**Run 1: M1 wires**

Scale bar: 20 um. Supply wires on this layer in grey.
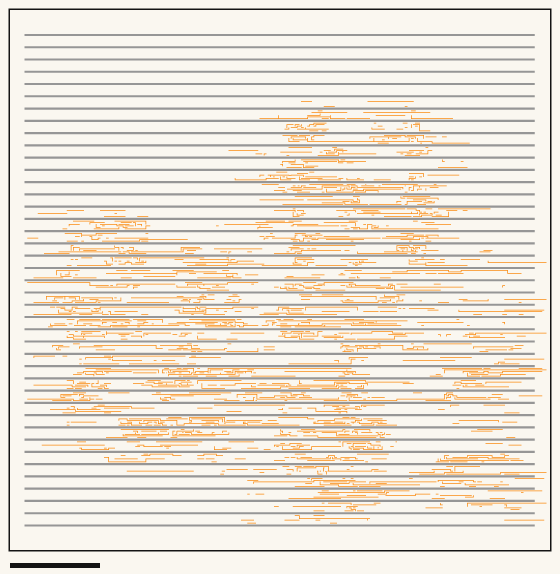
**Run 1: met2 routing**

Scale bar: 20 um.
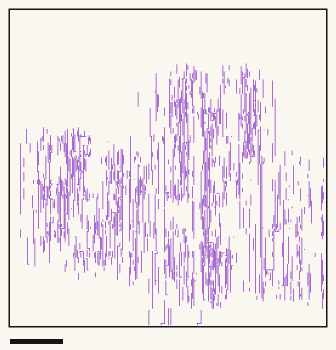
**Run 1: the metal 3 layer**

Cells faint in the background.
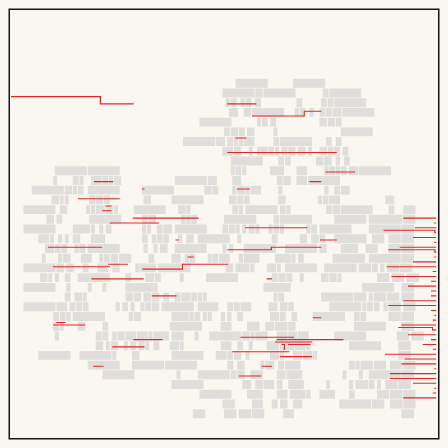
<file path="src/rtl/disp_sched_pkg.sv">
`default_nettype none
// ============================================================================
// Module   : disp_sched_pkg
// Brief    : Shared types, constants and helpers for the display scheduler.
// Revision : 1.0 - initial release
// ============================================================================
package disp_sched_pkg;

  // Width of one displayed value (two seven-segment digits).
  localparam int DISP_W    = 8;
  // Upper bound on channel count and the index width that covers it.
  localparam int MAX_CH    = 8;
  localparam int MAX_IDX_W = 3;

  typedef enum logic [0:0] {
    ROTATE   = 1'b0,
    OVERRIDE = 1'b1
  } state_e;

  // One-hot of an index; callers size-cast the result down to their width.
  function automatic logic [MAX_CH-1:0] onehot(input logic [MAX_IDX_W-1:0] idx);
    onehot      = '0;
    onehot[idx] = 1'b1;
  endfunction

endpackage
`default_nettype wire

</file>
<file path="src/rtl/rr_pick.sv">
`default_nettype none
// ============================================================================
// Module   : rr_pick
// Brief    : Combinational round-robin picker. Searches req from base+1
//            upward, wrapping modulo N_CH, so base itself is checked last.
// Revision : 1.0 - initial release
// ============================================================================
module rr_pick #(
  parameter int N_CH  = 3,
  parameter int IDX_W = $clog2(N_CH)
) (
  input  logic [N_CH-1:0]  req_i,
  input  logic [IDX_W-1:0] base_i,
  output logic [IDX_W-1:0] grant_o,
  output logic             valid_o
);

  int w_idx;

  // First requesting index after base, wrapping; base is the last candidate.
  always_comb begin
    grant_o = '0;
    valid_o = 1'b0;
    w_idx   = 0;
    for (int k = 1; k <= N_CH; k++) begin
      w_idx = int'(base_i) + k;
      if (w_idx >= N_CH) w_idx = w_idx - N_CH;
      if (!valid_o && req_i[IDX_W'(w_idx)]) begin
        valid_o = 1'b1;
        grant_o = IDX_W'(w_idx);
      end
    end
  end

endmodule
`default_nettype wire

</file>
<file path="src/rtl/display_scheduler.sv">
`default_nettype none
// ============================================================================
// Module   : display_scheduler
// Brief    : Shares one two-digit display between channel values. Rotates on
//            a fixed dwell; a changed channel pre-empts rotation for a hold
//            period, with simultaneous changes served round-robin.
// Revision : 1.0 - initial release
// ============================================================================
module display_scheduler
  import disp_sched_pkg::*;
#(
  parameter int N_CH         = 3,
  parameter int DWELL_CYCLES = 12_000_000,
  parameter int HOLD_CYCLES  = 24_000_000
) (
  input  logic                     clk_i,
  input  logic                     rst_n_i,
  input  logic [N_CH*DISP_W-1:0]   ch_value_i,
  input  logic [N_CH-1:0]          ch_changed_i,
  input  logic                     freeze_i,
  output logic [DISP_W-1:0]        disp_value_o,
  output logic [$clog2(N_CH)-1:0]  disp_sel_o,
  output logic                     disp_override_o,
  output logic [N_CH-1:0]          ch_led_o
);

  localparam int SEL_W   = $clog2(N_CH);
  localparam int DWELL_W = $clog2(DWELL_CYCLES);
  localparam int HOLD_W  = $clog2(HOLD_CYCLES);

  state_e              state_q, state_d;
  logic [SEL_W-1:0]    sel_q, sel_d;
  logic [DWELL_W-1:0]  dwell_q, dwell_d;
  logic [HOLD_W-1:0]   hold_q, hold_d;
  logic [N_CH-1:0]     pending_q, pending_d;
  logic [DISP_W-1:0]   value_q;
  logic                override_q;
  logic [N_CH-1:0]     led_q;

  logic [N_CH-1:0]     w_cur_oh;
  logic [N_CH-1:0]     w_other;
  logic                w_restart;
  logic [N_CH-1:0]     w_req;
  logic [SEL_W-1:0]    w_grant;
  logic                w_grant_valid;
  logic [N_CH-1:0]     w_grant_oh;

  assign w_cur_oh   = N_CH'(onehot(MAX_IDX_W'(sel_q)));
  assign w_other    = ch_changed_i & ~w_cur_oh;
  assign w_restart  = |(ch_changed_i & w_cur_oh);
  // In override the shown channel only restarts its hold, so it never requests.
  assign w_req      = (state_q == ROTATE) ? (pending_q | ch_changed_i)
                                          : (pending_q | w_other);
  assign w_grant_oh = N_CH'(onehot(MAX_IDX_W'(w_grant)));

  rr_pick #(
    .N_CH  (N_CH),
    .IDX_W (SEL_W)
  ) u_rr_pick (
    .req_i   (w_req),
    .base_i  (sel_q),
    .grant_o (w_grant),
    .valid_o (w_grant_valid)
  );

  // Next-state logic for the rotate/override scheduler.
  always_comb begin
    state_d   = state_q;
    sel_d     = sel_q;
    dwell_d   = dwell_q;
    hold_d    = hold_q;
    pending_d = pending_q;
    case (state_q)
      ROTATE: begin
        if (w_grant_valid) begin
          state_d   = OVERRIDE;
          sel_d     = w_grant;
          hold_d    = '0;
          dwell_d   = '0;
          // Losers of a simultaneous change wait their turn in pending.
          pending_d = w_req & ~w_grant_oh;
        end else if (freeze_i) begin
          dwell_d = dwell_q;
        end else if (dwell_q == DWELL_W'(DWELL_CYCLES - 1)) begin
          dwell_d = '0;
          sel_d   = (sel_q == SEL_W'(N_CH - 1)) ? '0 : sel_q + SEL_W'(1);
        end else begin
          dwell_d = dwell_q + DWELL_W'(1);
        end
      end
      OVERRIDE: begin
        pending_d = pending_q | w_other;
        if (w_restart) begin
          hold_d = '0;
        end else if (hold_q == HOLD_W'(HOLD_CYCLES - 1)) begin
          if (w_grant_valid) begin
            sel_d     = w_grant;
            hold_d    = '0;
            pending_d = w_req & ~w_grant_oh;
          end else begin
            state_d = ROTATE;
            dwell_d = '0;
          end
        end else begin
          hold_d = hold_q + HOLD_W'(1);
        end
      end
    endcase
  end

  // State, counters and registered outputs; reset clears without a clock.
  always_ff @(posedge clk_i or negedge rst_n_i) begin
    if (!rst_n_i) begin
      state_q    <= ROTATE;
      sel_q      <= '0;
      dwell_q    <= '0;
      hold_q     <= '0;
      pending_q  <= '0;
      value_q    <= '0;
      override_q <= 1'b0;
      led_q      <= N_CH'(1);
    end else begin
      state_q    <= state_d;
      sel_q      <= sel_d;
      dwell_q    <= dwell_d;
      hold_q     <= hold_d;
      pending_q  <= pending_d;
      // Value follows the registered select, so it lags a select step by one.
      value_q    <= ch_value_i[{sel_q, 3'b000} +: DISP_W];
      override_q <= (state_d == OVERRIDE);
      led_q      <= N_CH'(onehot(MAX_IDX_W'(sel_d)));
    end
  end

  assign disp_value_o    = value_q;
  assign disp_sel_o      = sel_q;
  assign disp_override_o = override_q;
  assign ch_led_o        = led_q;

endmodule
`default_nettype wire
</file>
<file path="config.mk">
export PLATFORM = sky130hd
export DESIGN_NAME = display_scheduler
export DESIGN_NICKNAME = d
export VERILOG_FILES = /design/src/rtl/disp_sched_pkg.sv /design/src/rtl/rr_pick.sv /design/src/rtl/display_scheduler.sv
export SDC_FILE = /design/constraint.sdc
export NUM_CORES = 1
export LEC_CHECK = 0
export CAP_MARGIN = 20
export CORE_MARGIN = 3
export CORE_UTILIZATION = 30
export DETAILED_ROUTE_END_ITERATION = 6
export GPL_TIMING_DRIVEN = 1
export SYNTH_ARGS = -nofsm -noshare
export SYNTH_HDL_FRONTEND = slang
export SYNTH_SLANG_ARGS = --single-unit
</file>
<file path="constraint.sdc">
create_clock -name clk_i -period 8.19 [get_ports clk_i]
set_clock_uncertainty 0.2 [all_clocks]
set_input_delay 0.819 -clock clk_i [delete_from_list [all_inputs] [get_ports clk_i]]
set_output_delay 0.819 -clock clk_i [all_outputs]
set_load 0.02 [all_outputs]
</file>
==> results.txt, run 1 <==
largest net degree at the start of global routing: 67
Max-slew headroom: 25.4%
proportion of netlist area held by the largest area contributor: 41.9%
fraction of area in non-clock buffers: 9.36%
wire per inst: 15.2 um
fraction of final layout cells with drive strength greater than 1: 6.18%
compound-cell area share of the yosys netlist: 25.5%
gr busiest metal: met2
die area: 14300 sq um
ranking of synthesized cells by area: dfrtp_1 42%, o21ai_0 8.5%, nand2_1 6.1%
first-iteration detailed-routing DRC count: 202
wire length on met2: 4610 um
area share of and/or/nand/nor cells after synthesis: 24.1%
Final Net Count: 535
average footprint of a synthesized cell: 8.52 sq um
setup slack, reg-to-reg: 3.68 ns
number of warnings reported in the yosys synthesis log: 0
Die Span X: 120 um
number of top-level design ports: 44
Worst Reg-to-Reg Cells: 9
cell group occupying the most layout area: multi-input combinational cells
cell count listed in synth_stat.txt: 456
most instantiated library cell after synthesis: o21ai_0
Final Hold Fails: 0
crit path max fanout: 22
Logic inverters: 11
number of global-route vias before repair: 3577
number of antenna repair diodes: 0
number of instances resized during post-cts repair: 0
instance count of the mapped netlist: 456
placer congestion estimate: 0.915
stage-log warning count: 32
main logic family after synthesis: AND-OR/OR-AND gates
Area growth, synth to finish: 22.5%
Initial DRT Pass Iterations: 4
clock network area share: 5.97%
setup repair after global routing missed its margin: false
Multi-Input Combinational: 363
Total Routing Usage GR: 14.9%
critical path type: reg -> reg
met3 WL post-DR: 648 um
crit path DRT: 8.25 ns
hold-fix buffer count after cts: 0
bufs w/o clock: 46
Hold Startpoint: dwell_q[18]$_DFFE_PN0P_
sequential-to-total area share from yosys stat: 42.6%
outcome: complete, no violations
number of remaining DRC errors: 0
Sink Count: 66
number of core rows: 40
hold-critical path endpoint: dwell_q[18]$_DFFE_PN0P_
Largest delay share family, worst path: simple AND/OR/NAND/NOR gates
slowest stage cell, crit path: nor2_1
FF+latch count, synth: 66
combined area of all synthesized cells: 3880 sq um
top post-synthesis cells by count: 66 x o21ai_0, 65 x dfrtp_1, 63 x nand2_1, 42 x nor2_1, 24 x a31oi_1
core utilization at floorplan: 31.5%
Yosys top cell by area: dfrtp_1
upper clock frequency limit: 222 MHz
Final Hold Slack: 0.274 ns
chip area from the yosys synthesis statistics: 3880 sq um
area of the core region: 12300 sq um
worst hold path cell count: 1
adder-cell share of the synthesized area: 2.58%
number of maximum-capacitance violations: 0
Via density: 5.50
nets in the synthesized netlist: 494
end of the critical path: dwell_q[3]$_DFFE_PN0P_
tap cell instance count: 168
Slew Viols, Final: 0
number of buffers inserted to repair setup after CTS: 0
Crit path buffers/inverters: 1
num sequential: 66
number of enable flip-flop cells: 0
largest voltage drop on the vdd net: 91.6 uV
CP Launch Point: disp_sel_o[0]$_DFF_PN0_
initial antenna violation count: 0
## Picture notes: 'M1 wires'
The wires run mostly horizontal. The longest straight run is 31.7 um. 483 nets have wire on it. The layer holds 46% of the routed length. The layer carries 4730 um of wire.
total detailed-routing wirelength: 10200 um
GR met1 Demand/Resource: 19.5%
total number of vias: 3682

## Picture notes: 'met2 routing'
The layer carries 4610 um of wire. The wires run mostly vertical.
global-route met2 utilization: 23.7%

## Picture notes: 'the metal 3 layer'
The layer carries 648 um of wire. The longest straight run is 30.4 um. 63 nets have wire on it. The layer holds 6.4% of the routed length.
fraction of met3 tracks used by global routing: 3.68%

run 1: worst reg2reg max path, delay by kind of cell, from the launching register on:
| kind | cells | cell delay, ns |
|---|---|---|
| AND/OR/NAND/NOR | 3 | 1.92 |
| flip-flops | 1 | 0.66 |
| adder cells (fa/ha/maj) | 1 | 0.25 |
| AND-OR/OR-AND | 4 | 1.08 |
| buffers and inverters | 1 | 0.32 |
run 1: report_power, final:
part / switching, W / internal (W) / total, W
logic: 0.0000521 / 0.0000451 / 0.0000972
registers: 0.0000132 / 0.000339 / 0.000353
clock network: 0.000141 / 0.000229 / 0.000370
total: 0.000206 / 0.000613 / 0.000819
run 1: state kept, by name, indices dropped and copies added (netlist names):
| register | flops |
|---|---|
| disp_sel_o | 2 |
| disp_value_o | 8 |
| ch_led_o | 3 |
| disp_override_o | 1 |
| hold_q | 25 |
| pending_q | 3 |
| dwell_q | 24 |
run 1: cells in the final DEF (no fill, tap or decap), drive strengths merged, types with 2 or more instances in the layout:
cell type	n
a21boi	3
a21oi	16
a22o	2
a31oi	24
a41oi	2
and3	10
and3b	4
and4	3
buf	4
clkbuf	14
clkdlybuf4s50	42
clkinv	3
dfrtp	65
ha	8
inv	10
mux2i	9
nand2	63
nand2b	5
nand3	23
nand3b	2
nand4	8
nor2	42
nor2b	5
nor3	7
nor4	5
nor4b	3
o211ai	7
o21a	2
o21ai	67
o21ba	2
o22a	3
o22ai	2
o311ai	2
o31ai	11
o41ai	2
or2	3
or3	2
or4	3
run 1: stage by stage:
stage	util [%]	instances	area, sq um	setup WS [ns]
after global routing	38.6	670	4760	3.21
after floorplan	-	456	3880	5.03
after detailed placement	36.3	654	4470	3.59
after global placement	36.3	653	4470	3.70
final	38.6	670	4760	3.68
after CTS	38.6	670	4760	3.69
**Run 1: congestion heat map**

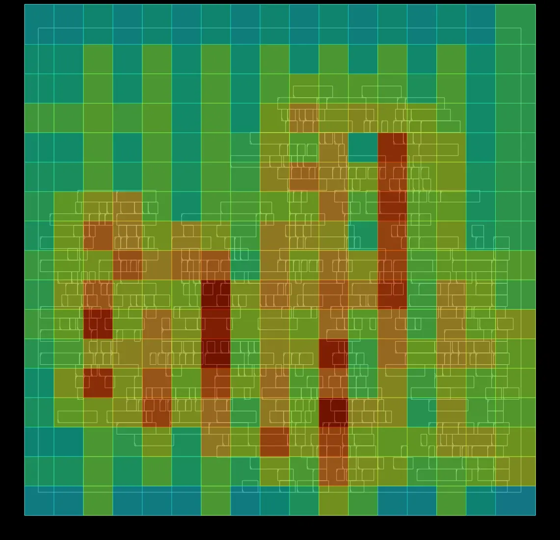

==> run 1 -> run 2 <==
==> constraint.sdc (replaced) <==
create_clock -name clk_i -period 4.5 [get_ports clk_i]
set_clock_uncertainty 0.2 [all_clocks]
set_input_delay 0.45 -clock clk_i [delete_from_list [all_inputs] [get_ports clk_i]]
set_output_delay 0.45 -clock clk_i [all_outputs]
set_load 0.02 [all_outputs]
**Run 2: congestion heat map**

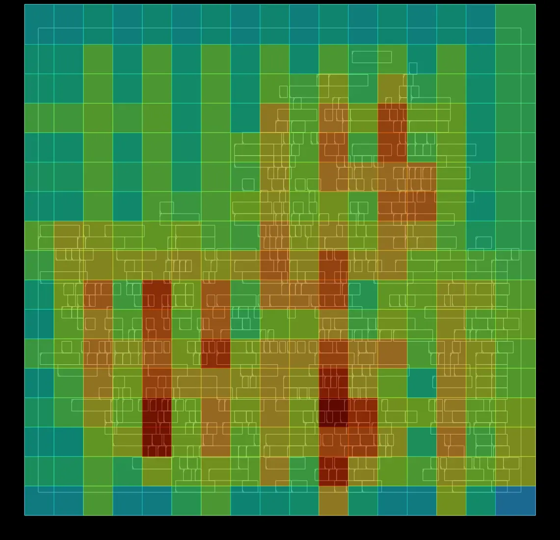
wire per inst: 15.3 um
final core area utilization: 39.4%
global-route met2 utilization: 24.2%
fraction of met3 tracks used by global routing: 4.43%

==> run 2 against run 1 <==
Effect of this change:
- the flow now finishes with violations (negative hold slack)
- worst setup slack got worse by 2.7 ns
- register-to-register slack got worse by 2.7 ns
- via count increased by 0.27%
- utilization increased by 0.72 points
- cell area increased by 1.9%
- global-route usage about the same
- synthesized cell count unchanged
- clock-buffer cell count decreased by 5
- worst hold slack got worse by 0.28 ns
- non-clock buffer count increased by 6
==> results.txt, run 2 <==
number of core rows: 40
stage-log warning count: 32
slowest stage cell, crit path: nor2_1
setup repair after global routing missed its margin: false
number of enable flip-flop cells: 0
Int Pwr: 0.00119 W
Area growth, synth to finish: 24.8%
number of antenna repair diodes: 0
combined area of all synthesized cells: 3880 sq um
post-route cell area: 4850 sq um
fraction of final layout cells with drive strength greater than 1: 7.68%
violated checks: negative hold slack
FF+latch count, synth: 66
proportion of netlist area held by the largest area contributor: 41.9%
crit path max fanout: 13
Final Hold Slack: -0.00738 ns
Final Hold Fails: 17
nets in the synthesized netlist: 494
upper clock frequency limit: 281 MHz
Max Root-Sink Buffers: 2
main logic family after synthesis: AND-OR/OR-AND gates
most frequent cells in the layout: 66 x o21ai_0, 65 x dfrtp_1, 63 x nand2_1
relative contribution of combinational cells to total power: 11.4%
leading power group: the clock network
core utilization at floorplan: 31.5%
most used logic cell in the final layout: o21ai_0
Setup WS pre-CTS: 1.02 ns
Final Net Count: 541
crit path DRT: 4.53 ns
setup slack, reg-to-reg: 0.94 ns
register share of total power: 40.0%
number of buffers inserted to repair setup after CTS: 0
Power Sequential: 0.000640 W
number of placed instances, taps included: 659
Net Sw Frac: 25.6%
number of maximum-capacitance violations: 0
largest net degree at the start of global routing: 36
sequential-to-total area share from yosys stat: 42.6%
die area: 14300 sq um
first-iteration detailed-routing DRC count: 172
number of warnings reported in the yosys synthesis log: 0
placer congestion estimate: 0.878
Slew Viols, Final: 0
critical path type: reg -> reg
Die Span X: 120 um
Largest register FFs: 25
Worst Reg-to-Reg Cells: 9
area of the core region: 12300 sq um
initial antenna violation count: 0
Reg with most FFs: hold_q
average footprint of a synthesized cell: 8.52 sq um
number of instances resized during post-cts repair: 0
relative contribution of the clock network to total power: 48.6%
minimum setup slack in the final design: 0.943 ns
number of remaining DRC errors: 0
number of global-route vias before repair: 3597
cell count listed in synth_stat.txt: 456
Max-slew headroom: 42.5%
most instantiated library cell after synthesis: o21ai_0
hold-fix buffer count after cts: 0
Post-DP Area: 4510 sq um
final cell count without fillers: 676
instance count of the mapped netlist: 456
top post-synthesis cells by count: 66 x o21ai_0, 65 x dfrtp_1, 63 x nand2_1, 42 x nor2_1, 24 x a31oi_1
outcome: complete, but fails checks
Via density: 5.46
Sink Count: 66
compound-cell area share of the yosys netlist: 25.5%
largest voltage drop on the vdd net: 202 uV
chip area from the yosys synthesis statistics: 3880 sq um
net switching power: 0.000409 W
**Run 2: M1 wires**

Scale bar: 20 um. Supply wires on this layer in grey.
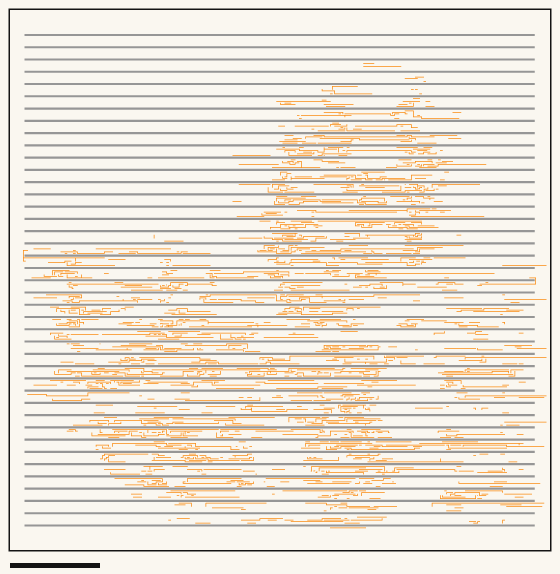
The layer carries 4800 um of wire. 491 nets have wire on it. The layer holds 46% of the routed length. The wires run mostly horizontal. The longest straight run is 28.1 um.
total number of vias: 3692
total detailed-routing wirelength: 10400 um
GR met1 Demand/Resource: 19.0%

## run 2: netlist changes by cell type in the layout (fill, tap and decap cells not counted), sizes merged
cell      previous run  this run
buf                  4         9
bufinv               0         2
clkbuf              14        10
clkinv               3         4
clkinvlp             0         1
inv                 10        11
## run 2: cell type report
class | instances | area, sq um
Clock buffer | 9 | 225
Clock inverter | 7 | 103
Fill cell | 1242 | 7460
Inverter | 11 | 41.3
Multi-Input combinational cell | 363 | 2120
Sequential cell | 66 | 1650
Tap cell | 168 | 210
Timing Repair Buffer | 52 | 490
## run 2: worst max path at each step
stage                                       start                  endpoint  slack, ns  cells past startpoint
after detailed placement          ch_changed_i[2]  pending_q[0]$_DFFE_PN0P_       1.02                      8
after global routing      disp_sel_o[1]$_DFF_PN0_   dwell_q[17]$_DFFE_PN0P_       0.59                      9
final                     disp_sel_o[1]$_DFF_PN0_  pending_q[0]$_DFFE_PN0P_       0.94                      9
after global placement            ch_changed_i[2]    dwell_q[4]$_DFFE_PN0P_       1.12                      8
after CTS                 disp_sel_o[1]$_DFF_PN0_   dwell_q[16]$_DFFE_PN0P_       0.97                      9
after floorplan           disp_sel_o[1]$_DFF_PN0_      hold_q[21]$_DFF_PN0_       1.34                     11
## run 2: metal layers
metal  vias to the layer above  wire length [um]  share of wire, %  track usage, %
met3                        19               615               5.9            4.43
met4                         0               159               1.5            5.08
met2                       106              4800                46            24.2
li1                       1798                 -                 -               -
met1                      1769              4800                46            19.0
met5                         -                 0                 0               0
## run 2: critical path: cells and delay by family (launching register included)
| family | cells | cell delay, ns |
|---|---|---|
| AOI/OAI and AO/OA | 5 | 1.27 |
| and+or+nand+nor | 2 | 0.97 |
| DFF | 1 | 0.52 |
| adders and majority gates | 1 | 0.27 |
| buffers and inverters | 1 | 0.20 |
**Run 2: met2 routing**

Scale bar: 20 um.
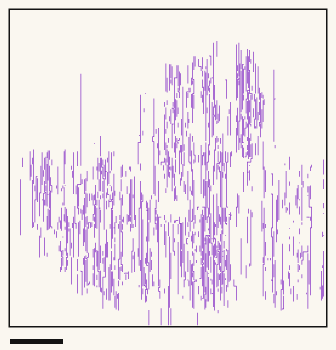

==> run 2 -> run 3 <==
==> constraint.sdc (replaced) <==
create_clock -name clk_i -period 3.5 [get_ports clk_i]
set_clock_uncertainty 0.2 [all_clocks]
set_input_delay 0.35 -clock clk_i [delete_from_list [all_inputs] [get_ports clk_i]]
set_output_delay 0.35 -clock clk_i [all_outputs]
set_load 0.02 [all_outputs]
**Run 3: met2 routing**

Scale bar: 20 um.
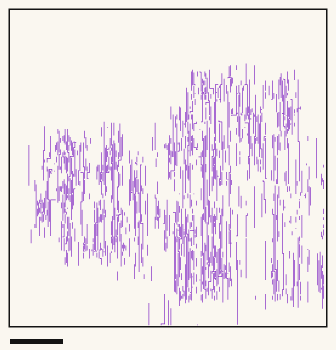
The wires run mostly vertical. The layer holds 46% of the routed length. The layer carries 4570 um of wire. The longest straight run is 32.3 um. 451 nets have wire on it.
global-route met2 utilization: 22.8%
total number of vias: 3714
total detailed-routing wirelength: 10000 um

==> run 3 against run 2 <==
Effect of this change:
- the run now ends clean
- maximum frequency grew 14%
- utilization grew 0.57 points
- synthesized area is the same
- power grew 23%
- clock-buffer cell count is the same
- critical path type unchanged
- highest routed layer unchanged
==> results.txt, run 3 <==
first-iteration detailed-routing DRC count: 205
average footprint of a synthesized cell: 8.52 sq um
cell count listed in synth_stat.txt: 456
Crit path buffers/inverters: 1
Clock Power: 0.000912 W
Max Root-Sink Buffers: 2
Largest delay share family, worst path: AND-OR/OR-AND gates
post-route cell area: 4920 sq um
Die Span X: 120 um
Area growth, synth to finish: 26.6%
net switching power: 0.000511 W
most frequent cells in the layout: 66 x o21ai_0, 65 x dfrtp_1, 63 x nand2_1
Final Hold Slack: 0.280 ns
relative contribution of the clock network to total power: 46.2%
nets in the synthesized netlist: 494
Reg with most FFs: hold_q
register share of total power: 41.5%
chip area from the yosys synthesis statistics: 3880 sq um
leading power group: the clock network
largest net degree at the start of global routing: 34
Post-DP Area: 4600 sq um
Max-slew headroom: 50.7%
Yosys top cell by area: dfrtp_1
outcome: complete, no violations
most instantiated library cell after synthesis: o21ai_0
FF+latch count, synth: 66
number of antenna repair diodes: 0
Via density: 5.41
crit path max fanout: 9
minimum setup slack in the final design: 0.387 ns
Sink Count: 66
proportion of netlist area held by the largest area contributor: 41.9%
top post-synthesis cells by count: 66 x o21ai_0, 65 x dfrtp_1, 63 x nand2_1, 42 x nor2_1, 24 x a31oi_1
Worst-Margin Slew: 0.739 ns
Clock Tree Root: clkbuf_16
Hold Startpoint: dwell_q[18]$_DFFE_PN0P_
combined area of all synthesized cells: 3880 sq um
number of maximum-capacitance violations: 0
Net Sw Frac: 25.9%
instance count of the mapped netlist: 456
slowest stage cell, crit path: o21ai_0
wire per inst: 14.6 um
Power Sequential: 0.000820 W
ranking of synthesized cells by area: dfrtp_1 42%, o21ai_0 8.5%, nand2_1 6.1%
Worst Reg-to-Reg Cells: 9
Int Pwr: 0.00146 W
core utilization at floorplan: 31.5%
number of global-route vias before repair: 3440
comb pwr: 0.000243 W
largest voltage drop on the vdd net: 202 uV
endpoint class of the critical path: register
number of placed instances, taps included: 670
gr busiest metal: met2
die area: 14300 sq um
initial antenna violation count: 0
fraction of final layout cells with drive strength greater than 1: 9.63%
area of the core region: 12300 sq um
worst hold path cell count: 1
stage-log warning count: 32
setup repair after global routing missed its margin: false
Final Net Count: 552
number of top-level design ports: 44
fraction of met3 tracks used by global routing: 4.05%
standby leakage power: 1.94 nW
number of warnings reported in the yosys synthesis log: 0
number of remaining DRC errors: 0
relative contribution of combinational cells to total power: 12.3%
placer congestion estimate: 0.899
hold-critical path endpoint: dwell_q[18]$_DFFE_PN0P_
setup slack, reg-to-reg: 0.39 ns
number of core rows: 40
crit path DRT: 3.56 ns
Initial DRT Pass Iterations: 4
Largest register FFs: 25
Total Routing Usage GR: 14.6%
Final Hold Fails: 0
Slew Viols, Final: 0
number of enable flip-flop cells: 0
upper clock frequency limit: 321 MHz
DRT antenna net count: 0
final core area utilization: 39.9%
share of the cycle needed by the critical path after routing: 88.9%
critical path type: reg -> reg
sequential-to-total area share from yosys stat: 42.6%
**Run 3: M1 wires**

Scale bar: 20 um. Supply wires on this layer in grey.
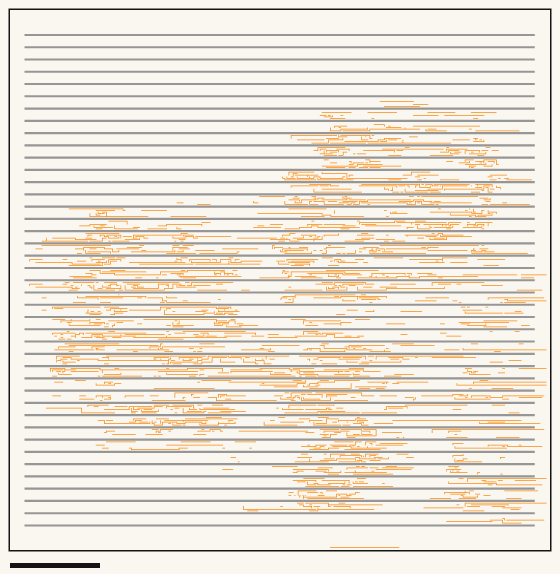
The longest straight run is 28.5 um. The layer holds 48% of the routed length. The wires run mostly horizontal. 493 nets have wire on it. The layer carries 4810 um of wire.
GR met1 Demand/Resource: 19.6%

==> run 3: cell counts after synthesis <==
No cell type changed its count.
==> run 3: how the worst max path moves through the flow <==
stage	start	to	cells after the start
2_1_floorplan	disp_sel_o[1]$_DFF_PN0_	hold_q[21]$_DFF_PN0_	11
3_3_place_gp	disp_sel_o[1]$_DFF_PN0_	ch_led_o[1]$_DFF_PN0_	9
3_5_place_dp	disp_sel_o[1]$_DFF_PN0_	ch_led_o[1]$_DFF_PN0_	9
4_1_cts	disp_sel_o[1]$_DFF_PN0_	ch_led_o[1]$_DFF_PN0_	9
5_1_grt	disp_sel_o[1]$_DFF_PN0_	hold_q[24]$_DFF_PN0_	10
6_report	disp_sel_o[1]$_DFF_PN0_	ch_led_o[1]$_DFF_PN0_	9
==> run 3: cell families (layout without fill, tap and decap cells) <==
logic type / after synthesis / after routing / synth area share, %
AOI/OAI and AO/OA: 155 / 155 / 25.5
xor gates and xnor gates: 1 / 1 / 0.226
DFF: 66 / 66 / 42.6
adders and majority gates: 8 / 8 / 2.58
and+or+nand+nor: 190 / 190 / 24.1
muxes: 9 / 9 / 2.32
buffers and inverters: 27 / 90 / 2.74
==> run 3: what timing repair did <==
item / 4_1_cts / 5_1_grt
hold buffers: 1 / 0
resized: 0 / 1
endpoints found under the hold margin: 30 / 0
buffers inserted: 0 / 0
endpoints found under the setup margin: 0 / 2
==> run 3: layout make-up <==
class	instances	area [sq um]
fillers	1255	7390
multi-input cells	363	2130
flip-flops and latches	66	1650
repair buffers	63	578
clock buffers	9	225
well taps	168	210
clock inverters	7	77.6
inverters	11	41.3
==> run 3: layer usage <==
metal	wire, um	share of wire (%)
met1	4810	48
met5	0	0
met3	520	5.2
met2	4570	46
met4	140	1.4
Power is estimated from default activity; no workload was simulated.
